**config.mk**
```make
export PLATFORM = sky130hd
export DESIGN_NAME = bit_sweep_encoder
export DESIGN_NICKNAME = d
export VERILOG_FILES = /design/src/rtl/bit_sweep_pkg.sv /design/src/rtl/sweep_pick.sv /design/src/rtl/bit_sweep_encoder.sv
export SDC_FILE = /design/constraint.sdc
export NUM_CORES = 1
export LEC_CHECK = 0
export ABC_AREA = 1
export CORE_ASPECT_RATIO = 0.7
export CORE_MARGIN = 1
export CORE_UTILIZATION = 70
export CTS_BUF_LIST = sky130_fd_sc_hd__clkbuf_4 sky130_fd_sc_hd__clkbuf_8
export DETAILED_ROUTE_END_ITERATION = 8
export DONT_BUFFER_PORTS = 1
export GPL_ROUTABILITY_DRIVEN = 0
export GPL_TIMING_DRIVEN = 0
export PLACE_DENSITY = 0.86
export SYNTH_ARGS = -nofsm -noshare
export SYNTH_HDL_FRONTEND = slang
export SYNTH_SLANG_ARGS = --single-unit
```
**constraint.sdc**
```tcl
create_clock -name clk_i -period 4.8 [get_ports clk_i]
set_clock_uncertainty 0.15 [all_clocks]
set_input_delay 0.96 -clock clk_i [delete_from_list [all_inputs] [get_ports clk_i]]
set_output_delay 0.96 -clock clk_i [all_outputs]
set_load 0.02 [all_outputs]
```
**src/rtl/bit_sweep_pkg.sv**
```systemverilog
// Shared types for the bit sweep encoder: the two-state sweep FSM encoding.
package bit_sweep_pkg;

    typedef enum logic {
        IDLE  = 1'b0,
        SWEEP = 1'b1
    } state_e;

endpackage

```
**src/rtl/sweep_pick.sv**
```systemverilog
// Combinational picker: selects the highest or lowest set bit of a vector and
// reports its index, its one-hot form and whether it is the only bit left.
module sweep_pick #(
    parameter int WIDTH = 16,
    parameter int IDX_W = $clog2(WIDTH)
) (
    input  logic [WIDTH-1:0] vec_i,
    input  logic             msb_first_i,
    output logic [WIDTH-1:0] onehot_o,
    output logic [IDX_W-1:0] idx_o,
    output logic             single_o
);

    localparam logic [WIDTH-1:0] ONE = WIDTH'(1);

    // The last match visited wins, so scan towards the bit we want to keep.
    always_comb begin
        idx_o = '0;
        if (msb_first_i) begin
            for (int i = 0; i < WIDTH; i++)
                if (vec_i[i]) idx_o = IDX_W'(i);
        end else begin
            for (int i = WIDTH - 1; i >= 0; i--)
                if (vec_i[i]) idx_o = IDX_W'(i);
        end
    end

    assign onehot_o = (vec_i == '0) ? '0 : (ONE << idx_o);
    assign single_o = (vec_i != '0) && ((vec_i & (vec_i - ONE)) == '0);

endmodule

```
**src/rtl/bit_sweep_encoder.sv**
```systemverilog
// Accepts a word and emits one handshaked beat per set bit, in MSB-first or
// LSB-first order; an all-zero word produces a single flagged empty beat.
import bit_sweep_pkg::*;

module bit_sweep_encoder #(
    parameter int WIDTH = 16,
    localparam int IDX_W = $clog2(WIDTH)
) (
    input  logic             clk_i,
    input  logic             arst_n_i,
    input  logic [WIDTH-1:0] data_i,
    input  logic             msb_first_i,
    input  logic             data_val_i,
    output logic             data_rdy_o,
    output logic [IDX_W-1:0] idx_o,
    output logic [WIDTH-1:0] onehot_o,
    output logic [IDX_W:0]   popcnt_o,
    output logic             last_o,
    output logic             empty_o,
    output logic             beat_val_o,
    input  logic             beat_rdy_i
);

    function automatic logic [IDX_W:0] popcount(input logic [WIDTH-1:0] v);
        logic [IDX_W:0] cnt;
        cnt = '0;
        for (int i = 0; i < WIDTH; i++) cnt = cnt + {{IDX_W{1'b0}}, v[i]};
        return cnt;
    endfunction

    state_e           state_q, state_d;
    logic [WIDTH-1:0] residue_q, residue_d;
    logic             msb_q, msb_d;
    logic [IDX_W:0]   popcnt_q, popcnt_d;
    logic [IDX_W-1:0] idx_q, idx_d;
    logic [WIDTH-1:0] onehot_q, onehot_d;
    logic             last_q, last_d;
    logic             empty_q, empty_d;
    logic             beat_val_q, beat_val_d;

    logic [WIDTH-1:0] pick_vec;
    logic             pick_msb;
    logic [WIDTH-1:0] pick_onehot;
    logic [IDX_W-1:0] pick_idx;
    logic             pick_single;

    // In IDLE the picker looks at the incoming word so the first beat is ready
    // one cycle after accept; in SWEEP it looks at the residue minus the
    // bit currently on the outputs.
    always_comb begin
        pick_vec = residue_q & ~onehot_q;
        pick_msb = msb_q;
        if (state_q == IDLE) begin
            pick_vec = data_i;
            pick_msb = msb_first_i;
        end
    end

    sweep_pick #(.WIDTH(WIDTH), .IDX_W(IDX_W)) u_pick (
        .vec_i       (pick_vec),
        .msb_first_i (pick_msb),
        .onehot_o    (pick_onehot),
        .idx_o       (pick_idx),
        .single_o    (pick_single)
    );

    always_comb begin
        state_d    = state_q;
        residue_d  = residue_q;
        msb_d      = msb_q;
        popcnt_d   = popcnt_q;
        idx_d      = idx_q;
        onehot_d   = onehot_q;
        last_d     = last_q;
        empty_d    = empty_q;
        beat_val_d = beat_val_q;
        unique case (state_q)
            IDLE: begin
                if (data_val_i) begin
                    state_d    = SWEEP;
                    residue_d  = data_i;
                    msb_d      = msb_first_i;
                    popcnt_d   = popcount(data_i);
                    idx_d      = pick_idx;
                    onehot_d   = pick_onehot;
                    empty_d    = (data_i == '0);
                    last_d     = pick_single || (data_i == '0);
                    beat_val_d = 1'b1;
                end
            end
            SWEEP: begin
                if (beat_rdy_i) begin
                    if (last_q) begin
                        state_d    = IDLE;
                        residue_d  = '0;
                        popcnt_d   = '0;
                        idx_d      = '0;
                        onehot_d   = '0;
                        last_d     = 1'b0;
                        empty_d    = 1'b0;
                        beat_val_d = 1'b0;
                    end else begin
                        residue_d = pick_vec;
                        idx_d     = pick_idx;
                        onehot_d  = pick_onehot;
                        last_d    = pick_single;
                    end
                end
            end
            default: state_d = IDLE;
        endcase
    end

    always_ff @(posedge clk_i or negedge arst_n_i) begin
        if (!arst_n_i) begin
            state_q    <= IDLE;
            residue_q  <= '0;
            msb_q      <= 1'b0;
            popcnt_q   <= '0;
            idx_q      <= '0;
            onehot_q   <= '0;
            last_q     <= 1'b0;
            empty_q    <= 1'b0;
            beat_val_q <= 1'b0;
        end else begin
            state_q    <= state_d;
            residue_q  <= residue_d;
            msb_q      <= msb_d;
            popcnt_q   <= popcnt_d;
            idx_q      <= idx_d;
            onehot_q   <= onehot_d;
            last_q     <= last_d;
            empty_q    <= empty_d;
            beat_val_q <= beat_val_d;
        end
    end

    assign data_rdy_o = (state_q == IDLE);
    assign idx_o      = idx_q;
    assign onehot_o   = onehot_q;
    assign popcnt_o   = popcnt_q;
    assign last_o     = last_q;
    assign empty_o    = empty_q;
    assign beat_val_o = beat_val_q;

endmodule
```
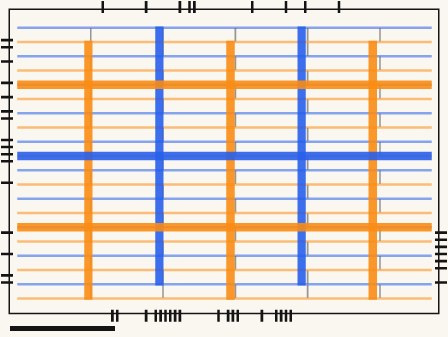
(run_1/pdn.png)
Scale bar: 20 um. Pins as bars on the die edge. Tap cells in gray.
| color | net |
|---|---|
| orange | VSS |
| blue | VDD |
rows: 19
met1 rails: 20

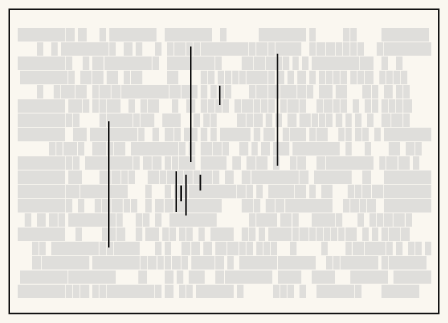
(run_1/met4.png)
Cells faint in the background.
nets with wire on the layer: 7
main direction: vertical
wire length on this layer: 90.4 um
longest straight run: 23.8 um
share of all routed wire: 1.0%
Routed Wire Length: 8.740 mm
DR vias: 3038

==> run summary, run 1 <==
flow finished, numbers: # Cells Yosys 432, kind of critical path in -> reg, crit-path cells inv_1 > fa_1 > fa_1 > fa_1 > fa_1 > inv_1 > ha_1 > fa_1 > nand2_1 > nand3_1 > o21ai_0, final worst-path cycle share 82.46%, Worst-Margin Slew 0.8296 ns, Post-synth seq share 36.99%, Clock transition at path regs 0.10 ns, YS chip area 3112 sq um, mux share 0%, most used cell, CP fa_1, Synth cell types 32, Clock Path Buffers 2, CTS HTree Levels 2, final hold violations 0, drt first pass iters 6, CP max stage cell fa_1, Syn. warnings 0, Synth Instances 432, fp_density 76.10%, grt met3 use 9.134%, Setup crit start data_i[5], first-pass GRT wire length 13.79 mm, floorplan row count 19, Largest logic family simple AND/OR/NAND/NOR gates, RR Startpoint state_q, CP Launch Type primary input, WL met3 1.095 mm, largest net degree at the start of global routing 47, vias in the first global route 2697, mapped cell area 3112 sq um, status completed, Worst Hold Class in -> async, IO Port Bufs 0, Seq/total area 35.24%, Area Growth Syn to Fin 4.986%, Final ANT Viol Nets 0, clock root cell clkbuf_8, uppermost layer routed met4, clock buf count 6, Comb/total area 50.29%, FF/Latch Area 1151 sq um, P per Cell Area 805.5 nW/um^2, I/O pin cnt 50, non-clock buffer count in the final layout 10, Max-Cap Viols 0, Crit path max-delay family adder cells, CP required 4.87 ns, fill count 299, Max-slew headroom 44.32%, dpl ws 0.5512 ns, Finished Layout Cells 492, R2R Path End onehot_o[13], dpl hpwl 6.675 mm, max incr delay on CP 0.56 ns, crit path max fanout 3, Vias per Instance 6.175, Slew Limit Fails 0, maximum clock frequency 0.2526 GHz, non-clock inverter count 70, Max VDD drop 522.3 uV, net total in the final layout 476, hold_ws 0.1742 ns
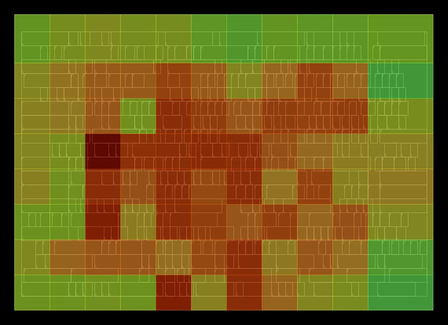
(run_1/final_congestion.png)
Most Crowded Layer GR: met1
Wirelength per Cell: 17.76 um
met1 GRT Util: 63.09%
Global Route Usage Sum: 40.51%
met2 global-route usage: 57.86%

-- run 1: power breakdown --
group          internal, mW  total [mW]  switching [mW]
registers             0.548       0.778           0.230
clock network         0.109       0.254           0.145
logic                 0.487        1.60            1.11
total                  1.14        2.63            1.49
-- run 1: synthesized netlist by cell type --
cell      number  share of area, %
a211oi_1       1              0.24
a21o_1         1              0.24
a21oi_1       10               1.6
a221oi_1       1              0.28
a31oi_1       15               3.0
buf_1          3              0.36
buf_2          2              0.32
buf_6          2              0.72
clkbuf_1       3              0.36
clkinv_1       1              0.12
dfrtp_1       46                37
fa_1          10               6.4
ha_1           6               2.4
inv_1         59               7.1
inv_2         10               1.2
nand2_1      127                15
nand2_2        3              0.60
nand3_1       26               4.2
nand3_2        1              0.32
nand4_1       17               3.4
nor2_1        39               4.7
nor2_2         5               1.0
nor2_4         1              0.36
nor4_1         2              0.40
o211ai_1       1              0.24
o21ai_0       13               2.1
o21ai_1       12               1.9
o21ai_2        3              0.84
o21ai_4        1              0.52
o21bai_1       8               1.9
o22ai_1        2              0.40
xnor2_1        1              0.28
-- run 1: through the flow --
step / cell area, sq um / power (mW) / utilization, %
after floorplan: 3112 / 1.927 / -
after detailed placement: 3177 / 2.307 / 77.69
final: 3267 / 2.631 / 79.90
after CTS: 3267 / 2.561 / 79.90
after global routing: 3267 / 2.818 / 79.90
after global placement: 3177 / 2.246 / 77.69
-- run 1: kinds of logic (layout without fill, tap and decap cells) --
group / after synthesis / in the layout
and+or+nand+nor: 221 / 221
buffers and inverters: 80 / 88
AOI/OAI and AO/OA: 68 / 68
DFF: 46 / 46
adders and majority gates: 16 / 16
xor gates and xnor gates: 1 / 1
--- run 2 (diff from run 1) ---
--- a/config.mk
+++ b/config.mk
@@ -8,13 +8,13 @@
 export ABC_AREA = 1
 export CORE_ASPECT_RATIO = 0.7
 export CORE_MARGIN = 1
-export CORE_UTILIZATION = 70
+export CORE_UTILIZATION = 66
 export CTS_BUF_LIST = sky130_fd_sc_hd__clkbuf_4 sky130_fd_sc_hd__clkbuf_8
 export DETAILED_ROUTE_END_ITERATION = 8
 export DONT_BUFFER_PORTS = 1
 export GPL_ROUTABILITY_DRIVEN = 0
 export GPL_TIMING_DRIVEN = 0
-export PLACE_DENSITY = 0.86
+export PLACE_DENSITY = 0.82
 export SYNTH_ARGS = -nofsm -noshare
 export SYNTH_HDL_FRONTEND = slang
 export SYNTH_SLANG_ARGS = --single-unit
==> constraint.sdc (replaced) <==
create_clock -name clk_i -period 3.7 [get_ports clk_i]
set_clock_uncertainty 0.15 [all_clocks]
set_input_delay 0.74 -clock clk_i [delete_from_list [all_inputs] [get_ports clk_i]]
set_output_delay 0.74 -clock clk_i [all_outputs]
set_load 0.02 [all_outputs]
==> run 2 against run 1 <==
- the run now ends with design-rule violations left
- clock-buffer cell count up 1
- die size up 5.9%
- power up 31%
- register-to-register slack worse by 1.2 ns
- synthesized cell count unchanged
- sequential cell count unchanged
- wire length up 0.10%
- critical path type unchanged
- non-clock buffer count up 1
==> run summary, run 2 <==
flow finished, numbers: Routed Wire Length 8.749 mm, Avg Cell Area, Syn 7.203 sq um, final setup margin 0.05192 ns, mapped cell area 3112 sq um, WL met3 1.213 mm, dpl hpwl 6.750 mm, largest net degree at the start of global routing 47, Post-synth ARST share 100.0%, IO Port Bufs 0, final worst-path cycle share 98.60%, Inserted Diodes 0, Std-Cell Core Area 4429 sq um, Final TNS setup 0 ns, I/O pin cnt 50, status complete, but fails checks, postcts setup bufs 0, leakage power 1.663 nW, Routed met1 length 3.745 mm, number of synthesized flops with an enable pin 0, maximum clock frequency 0.2741 GHz, minimum clock period 3.648 ns, Area Growth Syn to Fin 7.036%, Max-slew headroom 48.16%, detailed route wirelength on metal2 3.724 mm, Max VDD drop 567.9 uV, Area after DPL 3186 sq um, Clock Path Buffers 2, Post-synth seq share 36.99%, Synth cell types 32, WP buf/inv 2, Final ANT Viol Nets 0, Top cell excl fill/tap nand2_1, die height 59.45 um, top cells by count nand2_1 (127), inv_1 (59), dfrtp_1 (46), Max-Cap Viols 0, CP max stage cell fa_1, met2 global-route usage 56.32%, net total in the final layout 477, fp_density 70.25%, drt first pass iters 8, floorplan row count 20, crit-path cells fa_1 > inv_2 > fa_1 > fa_1 > fa_1 > inv_2 > ha_4 > fa_2 > nand3_1 > nand2_1, most used cell, CP fa_1, first-pass GRT wire length 13.99 mm, most frequent cell after synthesis nand2_1, Die ar. 4998 sq um, kind of critical path in -> reg, area leader, netlist dfrtp_1, total grt overflow 0, RSZ-0062 raised after global routing yes, crit path max fanout 3, clock root cell clkbuf_8, DRC 6, Crit path max-delay family adder cells, DR vias 2992, layout cell share with drive strength beyond 1 10.43%, # Cells Yosys 432, CP Launch Type primary input, Top cells by area dfrtp_1 (37%), nand2_1 (15%), inv_1 (7.1%), Yosys reg bits 46, P per Cell Area 1038 nW/um^2, CP Capture Type flop, CP required 3.79 ns, Most common reg cell dfrtp_1, final setup fails 0, clk_lat worst skew 0.31 ns, final hold violations 0, Max-area cell share 36.99%, Placed Cells 487, CTS HTree Levels 2, Global Route Usage Sum 37.68%, max incr delay on CP 0.55 ns, Top cells excl fill/tap nand2_1 (125), inv_1 (54), dfrtp_1 (46), nor2_1 (39), nand3_1 (26), Worst-Margin Slew 0.7725 ns, Slew Limit Fails 0, YS chip area 3112 sq um, crit path DAT 3.73 ns, grt met3 use 12.67%, Clock transition at path regs 0.10 ns, Syn. warnings 0, CTS tree yes, syn nets 469, Wirelength per Cell 17.64 um, Worst Hold Class in -> async, Synth Instances 432, hold_ws 0.1124 ns, Pwr Total 3.458 mW, CTS Buf Count 5, Vias per Instance 6.032, vias in the first global route 2861, Finished Layout Cells 496, initial DRC count 382, Die W 84.07 um, uppermost layer routed met4, CTS Sinks 46, failing checks design-rule violations, post-route cell area 3331 sq um, dpl ws -0.2530 ns, count of tool warnings 29, utilization after layout 75.20%, initial antenna violation count 0
## run 2: cell count changes in the layout (fill, tap and decap cells not counted), sizes merged
cell and delta:
clkinv -2, buf +1, clkbuf +1, clkinvlp +1
## run 2: repair_timing
item	4_1_cts	5_1_grt
hold buffers	1	0
gates resized	0	6
endpoints found under the setup margin	0	3
hold endpoints to repair	46	0
## run 2: power by group
| group | switching, mW | total (mW) | internal, mW | leakage (nW) |
|---|---|---|---|---|
| Clock | 0.177 | 0.339 | 0.162 | 0.0523 |
| Sequential | 0.298 | 1.01 | 0.710 | 0.588 |
| Combinational | 1.46 | 2.11 | 0.648 | 1.02 |
## run 2: final timing paths
path / slack [ns] / cells past startpoint / endpoint / start
setup / recovery: 0.05 / 10 / popcnt_o[1] / data_i[0]
hold / removal: 0.11 / 1 / residue_q[14] / arst_n_i
setup reg to reg: 0.91 / 20 / onehot_o[6] / state_q
hold reg to reg: 0.34 / 2 / residue_q[15] / residue_q[15]
max in group asynchronous: 3.06 / 1 / onehot_o[6] / arst_n_i
min in group clk_i: 0.34 / 2 / residue_q[15] / residue_q[15]
## run 2: cell type report
cell class / count / area (sq um)
buffer: 10 / 55.05
clock buffer: 7 / 90.09
clock inverter: 1 / 8.758
fill: 343 / 1099
inverter: 70 / 266.5
multi-input combinational: 306 / 1663
sequential: 46 / 1151
tap: 55 / 68.82
timing repair buffer: 1 / 27.53
## run 2: cells by family after synthesis
kind of cell	after synthesis	synth area share (%)
adders and majority gates	16	8.846
buffers and inverters	80	10.21
xor gates and xnor gates	1	0.2815
AOI/OAI and AO/OA	68	13.35
and+or+nand+nor	221	30.32
DFF	46	36.99
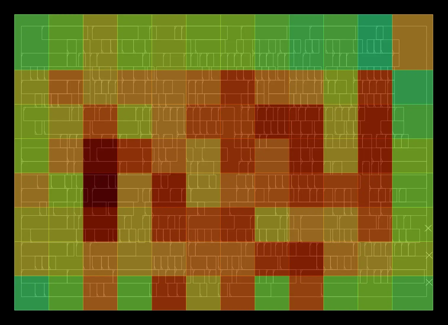
(run_2/final_congestion.png)
met1 GRT Util: 52.94%
Most Crowded Layer GR: met2

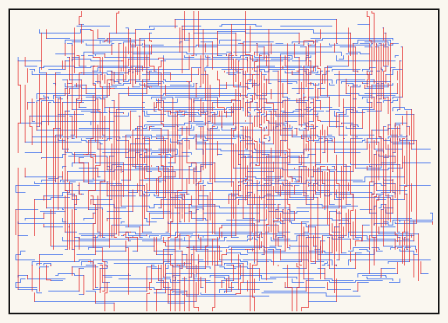
(run_2/metal_stack.png)
Two of the layers only.
| color | layer | wire length |
|---|---|---|
| red | met2 | 3720 um |
| blue | met1 | 3750 um |

--- run 3 (diff from run 2) ---
--- a/config.mk
+++ b/config.mk
@@ -15,6 +15,7 @@
 export GPL_ROUTABILITY_DRIVEN = 0
 export GPL_TIMING_DRIVEN = 0
 export PLACE_DENSITY = 0.82
+export SLEW_MARGIN = 20
 export SYNTH_ARGS = -nofsm -noshare
 export SYNTH_HDL_FRONTEND = slang
 export SYNTH_SLANG_ARGS = --single-unit
==> run 3 against run 2 <==
- the run still ends with design-rule violations left
- via count unchanged
- synthesized cell count unchanged
- sequential cell count unchanged
==> run summary, run 3 <==
flow finished, numbers: CTS HTree Levels 2, CTS Sinks 46, Worst Hold Class in -> async, I/O pin cnt 50, leakage power 1.663 nW, Clock Path Buffers 2, Top cell excl fill/tap nand2_1, Synth cell types 32, Avg Cell Area, Syn 7.203 sq um, syn nets 469, most used cell, CP fa_1, crit path max fanout 3, count of tool warnings 29, dpl ws -0.2530 ns, hold_ws 0.1124 ns, Post-synth seq share 36.99%, CP max stage cell fa_1, Max VDD drop 567.9 uV, fill count 343, initial DRC count 382, crit path DAT 3.73 ns, DRC 6, failing checks design-rule violations, clk_lat worst skew 0.31 ns, Top cells excl fill/tap nand2_1 (125), inv_1 (54), dfrtp_1 (46), nor2_1 (39), nand3_1 (26), Vias per Instance 6.032, Syn. warnings 0, dpl hpwl 6.750 mm, Setup crit start data_i[0], RR Startpoint state_q, FF/Latch Area 1151 sq um, Clock transition at path regs 0.10 ns, CP Launch Type primary input, postcts setup bufs 0, CP required 3.79 ns, vias in the first global route 2861, status complete, but fails checks, Max-slew headroom 48.16%, most frequent cell after synthesis nand2_1, Final TNS setup 0 ns, post-cts resize count 0, die height 59.45 um, net total in the final layout 477, Die ar. 4998 sq um, floorplan row count 20, final setup margin 0.05192 ns, clock root cell clkbuf_8, initial antenna violation count 0, Pwr Total 3.458 mW, Max-Cap Viols 0, Max-area cell share 36.99%, CP Capture Type flop, Crit path max-delay family adder cells, Post-CTS Hold Buffers 1, minimum clock period 3.648 ns, mapped cell area 3112 sq um, Inserted Diodes 0, kind of critical path in -> reg, CTS Buf Count 5, final hold violations 0, RSZ-0062 raised after global routing yes, Synth Instances 432, Die W 84.07 um, IO Port Bufs 0, MI comb area 1663 sq um, Std-Cell Core Area 4429 sq um, Most common reg cell dfrtp_1, largest net degree at the start of global routing 47, maximum clock frequency 0.2741 GHz, Worst-Margin Slew 0.7725 ns, Top cells by area dfrtp_1 (37%), nand2_1 (15%), inv_1 (7.1%), CTS tree yes, YS chip area 3112 sq um, Slew Limit Fails 0, first-pass GRT wire length 13.99 mm, crit-path cells fa_1 > inv_2 > fa_1 > fa_1 > fa_1 > inv_2 > ha_4 > fa_2 > nand3_1 > nand2_1, # Cells Yosys 432
==> run 3: final cells by class <==
cell class / instances / area share [%]
Sequential cell: 46 / 34.56
Clock inverter: 1 / 0.2630
Inverter: 70 / 8.002
Tap cell: 55 / 2.066
Timing Repair Buffer: 1 / 0.8264
Clock buffer: 7 / 2.705
Multi-Input combinational cell: 306 / 49.92
Buffer: 10 / 1.653
==> run 3: worst paths after layout <==
check	to	cells past startpoint	slack, ns
min in group clk_i	residue_q[15]	2	0.34
worst min-delay path	residue_q[14]	1	0.11
max in group asynchronous	onehot_o[6]	1	3.06
worst min register to register	residue_q[15]	2	0.34
worst max register to register	onehot_o[6]	20	0.91
worst max-delay path	popcnt_o[1]	10	0.05
==> run 3: stage by stage <==
stage	std cells	cell area, sq um
after global routing	496	3331
after detailed placement	487	3186
after CTS	496	3312
after floorplan	432	3117
final	496	3331
after global placement	487	3186
==> run 3: power breakdown <==
group          total, mW  switching (mW)  leakage [nW]  internal, mW
Clock              0.339           0.177        0.0523         0.162
Sequential          1.01           0.298         0.588         0.710
Combinational       2.11            1.46          1.02         0.648
Total               3.46            1.94          1.66          1.52
==> run 3: metal layers <==
metal  track usage (%)  share of wire (%)  up-vias
li1                  -                  -     1407
met1             52.94                 43     1393
met2             56.32                 43      181
met3             12.67                 14       11
met4             10.34               0.74        0
met5                 0                  0        -
==> run 3: kinds of logic (layout without fill, tap and decap cells) <==
kind of cell | Yosys count | in the layout | synth area share [%]
AND-OR/OR-AND | 68 | 68 | 13.35
XOR/XNOR | 1 | 1 | 0.2815
adder cells (fa/ha/maj) | 16 | 16 | 8.846
buffers and inverters | 80 | 89 | 10.21
flip-flops | 46 | 46 | 36.99
AND/OR/NAND/NOR | 221 | 221 | 30.32
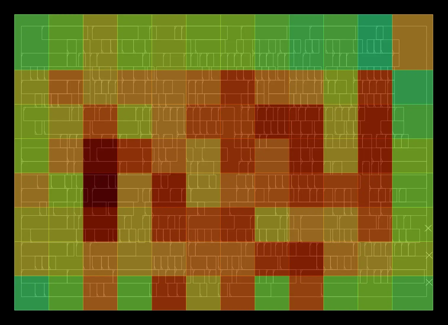
(run_3/final_congestion.png)
met2 global-route usage: 56.32%
grt met3 use: 12.67%
utilization after layout: 75.20%

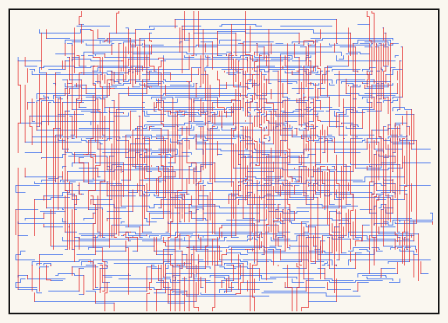
(run_3/metal_stack.png)
Two of the layers only.
| color | layer | wire length |
|---|---|---|
| blue | met1 | 3750 um |
| red | met2 | 3720 um |
Wirelength per Cell: 17.64 um
DR vias: 2992
Routed Wire Length: 8.749 mm
Global Route Usage Sum: 37.68%

Power figures rest on the tool's default switching activity, not on a simulated workload.
